`config.mk`:
```
export PLATFORM = sky130hd
export DESIGN_NAME = alu_8_mul_seq_flat
export DESIGN_NICKNAME = d
export VERILOG_FILES = /design/src/rtl/alu_8_mul_seq_if.sv /design/src/rtl/alu_8_mul_seq.sv /design/src/flat_wrapper.sv
export SDC_FILE = /design/constraint.sdc
export NUM_CORES = 1
export LEC_CHECK = 0
export CAP_MARGIN = 20
export CORE_ASPECT_RATIO = 2
export CORE_MARGIN = 1.5
export CORE_UTILIZATION = 51
export DETAILED_ROUTE_END_ITERATION = 6
export GPL_TIMING_DRIVEN = 0
export PLACE_DENSITY_LB_ADDON = 0.3
export SLEW_MARGIN = 20
export SYNTH_ARGS = -nofsm -noshare
export SYNTH_HDL_FRONTEND = slang
export SYNTH_SLANG_ARGS = --single-unit
```
`constraint.sdc`:
```
create_clock -name clk -period 3.15 [get_ports clk]
set_input_delay 0.7875 -clock clk [delete_from_list [all_inputs] [get_ports clk]]
set_output_delay 0.7875 -clock clk [all_outputs]
set_load 0.02 [all_outputs]
```
`src/rtl/alu_8_mul_seq_if.sv`:
```
// Bundle between the shift-add multiplier controller, its requester and the
// 8-bit arithmetic unit.
//   start/mcand/mplier : request and operands from the requester
//   busy/done/product  : status and registered 16-bit result to the requester
//   AluA/AluB/AluOp    : operands and opcode driven to the arithmetic unit
//   AluResult/AluCout  : sum and carry returned by the arithmetic unit
// The master modport is the environment side (requester plus arithmetic unit).
// The slave modport is the controller side.
interface alu_8_mul_seq_if;
  localparam int unsigned DW = 8;
  localparam int unsigned PW = 16;
  localparam int unsigned OW = 3;

  logic          start;
  logic [DW-1:0] mcand;
  logic [DW-1:0] mplier;
  logic          busy;
  logic          done;
  logic [PW-1:0] product;
  logic [DW-1:0] AluA;
  logic [DW-1:0] AluB;
  logic [OW-1:0] AluOp;
  logic [DW-1:0] AluResult;
  logic          AluCout;

  modport master (
    output start, mcand, mplier, AluResult, AluCout,
    input  busy, done, product, AluA, AluB, AluOp
  );

  modport slave (
    input  start, mcand, mplier, AluResult, AluCout,
    output busy, done, product, AluA, AluB, AluOp
  );
endinterface

```
`src/rtl/alu_8_mul_seq.sv`:
```
// Sequential 8x8 unsigned shift-add multiplier controller.
// One add per iteration is performed on the external 8-bit arithmetic unit.
// The 16-bit shift is done locally.
//   clk   : system clock, rising edge
//   rst_n : asynchronous active-low reset
//   bus   : slave side of alu_8_mul_seq_if, which carries the start/busy/done
//           handshake, the operands, the product and the arithmetic unit
//           signals
module alu_8_mul_seq #(
  parameter int unsigned N_ITER = 8,
  parameter logic [2:0]  OP_ADD = 3'b000
) (
  input  logic               clk,
  input  logic               rst_n,
  alu_8_mul_seq_if.slave     bus
);
  localparam int unsigned DW    = 8;
  localparam int unsigned PW    = 2 * DW;
  localparam int unsigned CNT_W = (N_ITER > 1) ? $clog2(N_ITER) : 1;

  typedef enum logic [1:0] {
    IDLE  = 2'd0,
    ADD   = 2'd1,
    SHIFT = 2'd2,
    DONE  = 2'd3
  } state_t;

  state_t           state, state_nxt;
  logic [PW-1:0]    acc, acc_nxt;
  logic [DW-1:0]    mcand_r, mcand_nxt;
  logic [CNT_W-1:0] cnt, cnt_nxt;
  logic             carry_r, carry_nxt;
  logic [PW-1:0]    product_r, product_nxt;
  logic             busy_r, busy_nxt;
  logic             done_r, done_nxt;

  // State register
  always_ff @(posedge clk or negedge rst_n) begin
    if (!rst_n) begin
      state <= IDLE;
    end else begin
      state <= state_nxt;
    end
  end

  // Next-state and datapath update
  always_comb begin
    state_nxt   = state;
    acc_nxt     = acc;
    mcand_nxt   = mcand_r;
    cnt_nxt     = cnt;
    carry_nxt   = carry_r;
    product_nxt = product_r;
    done_nxt    = 1'b0;

    unique case (state)
      IDLE: begin
        if (bus.start) begin
          acc_nxt   = {DW'(0), bus.mplier};
          mcand_nxt = bus.mcand;
          cnt_nxt   = '0;
          carry_nxt = 1'b0;
          state_nxt = ADD;
        end
      end
      ADD: begin
        // The carry is kept so that the following shift keeps the full
        // 9-bit partial sum.
        if (acc[0]) begin
          acc_nxt[PW-1:DW] = bus.AluResult;
          carry_nxt        = bus.AluCout;
        end
        state_nxt = SHIFT;
      end
      SHIFT: begin
        acc_nxt   = {carry_r, acc[PW-1:1]};
        carry_nxt = 1'b0;
        cnt_nxt   = cnt + CNT_W'(1);
        state_nxt = (cnt == CNT_W'(N_ITER - 1)) ? DONE : ADD;
      end
      DONE: begin
        product_nxt = acc;
        done_nxt    = 1'b1;
        state_nxt   = IDLE;
      end
      default: state_nxt = IDLE;
    endcase

    busy_nxt = (state_nxt != IDLE);
  end

  // Datapath and status registers
  always_ff @(posedge clk or negedge rst_n) begin
    if (!rst_n) begin
      acc       <= '0;
      mcand_r   <= '0;
      cnt       <= '0;
      carry_r   <= 1'b0;
      product_r <= '0;
      busy_r    <= 1'b0;
      done_r    <= 1'b0;
    end else begin
      acc       <= acc_nxt;
      mcand_r   <= mcand_nxt;
      cnt       <= cnt_nxt;
      carry_r   <= carry_nxt;
      product_r <= product_nxt;
      busy_r    <= busy_nxt;
      done_r    <= done_nxt;
    end
  end

  assign bus.AluA    = acc[PW-1:DW];
  assign bus.AluB    = mcand_r;
  assign bus.AluOp   = OP_ADD;
  assign bus.busy    = busy_r;
  assign bus.done    = done_r;
  assign bus.product = product_r;
endmodule
```
`src/flat_wrapper.sv`:
```
// flat-port wrapper written by rule: the top's interface ports become plain ports
module alu_8_mul_seq_flat 
#(
  parameter int unsigned N_ITER = 8,
  parameter logic [2:0]  OP_ADD = 3'b000
)
  (clk, rst_n, bus_start, bus_mcand, bus_mplier, bus_AluResult, bus_AluCout, bus_busy, bus_done, bus_product, bus_AluA, bus_AluB, bus_AluOp);
  alu_8_mul_seq_if bus_i ();
  input  logic clk;
  input  logic rst_n;
  input wire logic [$bits(bus_i.start)-1:0] bus_start;
  input wire logic [$bits(bus_i.mcand)-1:0] bus_mcand;
  input wire logic [$bits(bus_i.mplier)-1:0] bus_mplier;
  input wire logic [$bits(bus_i.AluResult)-1:0] bus_AluResult;
  input wire logic [$bits(bus_i.AluCout)-1:0] bus_AluCout;
  output wire logic [$bits(bus_i.busy)-1:0] bus_busy;
  output wire logic [$bits(bus_i.done)-1:0] bus_done;
  output wire logic [$bits(bus_i.product)-1:0] bus_product;
  output wire logic [$bits(bus_i.AluA)-1:0] bus_AluA;
  output wire logic [$bits(bus_i.AluB)-1:0] bus_AluB;
  output wire logic [$bits(bus_i.AluOp)-1:0] bus_AluOp;
  assign bus_i.start = bus_start;
  assign bus_i.mcand = bus_mcand;
  assign bus_i.mplier = bus_mplier;
  assign bus_i.AluResult = bus_AluResult;
  assign bus_i.AluCout = bus_AluCout;
  assign bus_busy = bus_i.busy;
  assign bus_done = bus_i.done;
  assign bus_product = bus_i.product;
  assign bus_AluA = bus_i.AluA;
  assign bus_AluB = bus_i.AluB;
  assign bus_AluOp = bus_i.AluOp;
  alu_8_mul_seq #(.N_ITER(N_ITER), .OP_ADD(OP_ADD)) u_core (.clk(clk), .rst_n(rst_n), .bus(bus_i));
endmodule
```
==> flow_summary.json <==
{
  "final_nets": 281,
  "preCtsSetupSlack_ns": 0.688,
  "cts_tree": "built",
  "fin_ws_ns": 0.919,
  "power_switching_mw": 1.13,
  "grt_pass1_wl_um": 7470,
  "wire_per_inst_um": 15.1,
  "fin_cells": 299,
  "ys_cells": 175,
  "finalClockSkew_ns": 0.00788,
  "syn_avg_cell_area_um2": 12.7,
  "hp-class": "primary input to asynchronous set/reset pin",
  "synth_cell_types": 24,
  "outcome": "finished, final reports clean",
  "io_pins": 65,
  "diodes": 0,
  "ys_area_um2": 2220,
  "synth_seq_share_pct": 54.0,
  "num_vias": 1606,
  "placed_area_um2": 2920,
  "fill_cells": 285
}
## kinds of logic (layout without fill, tap and decap cells)
group,Yosys count,after routing,share of synthesized area (%)
AOI/OAI and AO/OA,29,29,9.67
adders and majority gates,7,7,3.94
buffers and inverters,23,93,6.07
DFF,48,48,54.0
muxes,34,34,17.2
other,1,3,0.169
and+or+nand+nor,33,33,9.00
## metal layers
metal | global-route usage [%] | part of all wire (%) | up-vias
li1 | - | - | 752
met1 | 22.8 | 38 | 784
met2 | 37.2 | 55 | 63
met3 | 4.31 | 5.2 | 7
met4 | 9.03 | 1.6 | 0
met5 | 0 | 0 | -
## synth_stat cells (all sizes together)
cell type  number  area, um^2
o21bai          1        7.51
nand2           2        7.51
a21oi           9        45.0
nor3            1        16.3
inv             3        11.3
nand2b          7        43.8
a221o           8        80.1
a22o            2        17.5
nor2            2        7.51
clkbuf          3        11.3
ha              7        87.6
or2             1        6.26
nand3b          1        7.51
a22oi           8        60.1
buf            17         113
nor3b           1        7.51
nor2b          11        68.8
dfrtp          48        1200
conb            1        3.75
mux2           33         372
o21ai           1        5.00
mux2i           1        10.0
nand3           7        35.0
## final cells by class
cell class,instances,area (um^2),share of cell area [%]
plain buffers,20,124,4.09
clock buffers,6,72.6,2.39
clock inverters,2,35.0,1.16
repair buffers,62,626,20.6
well taps,52,65.1,2.15
multi-input cells,106,896,29.6
flip-flops and latches,48,1200,39.6
inverters,3,11.3,0.372
## state kept, by name (all words and copies together), names as in the netlist
| signal | count |
|---|---|
| u_core.acc | 16 |
| u_core.bus.product | 16 |
| u_core.bus.AluB | 8 |
| u_core.cnt | 3 |
| u_core.state | 2 |
| u_core.bus.busy | 1 |
| u_core.bus.done | 1 |
| u_core.carry_r | 1 |
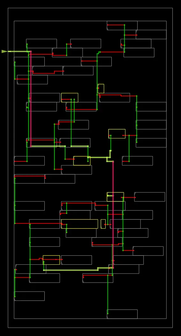
(images/clocks.png)
CLK BUF: 6
CTS Buf Count: 5
sequential cells: 48

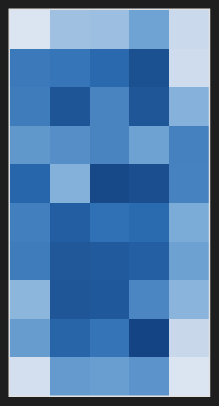
(images/cell_density.png)
(4 px per um) The die is cut into 5 by 10 equal tiles; white is low, dark blue is high, 0 to 100% covered.
The fullest tile reaches 92%. The mean over all tiles is 62%. 32% of the tiles are over 75% full.
Final Util: 73.4%
fp util: 53.9%
core area: 4130 um^2

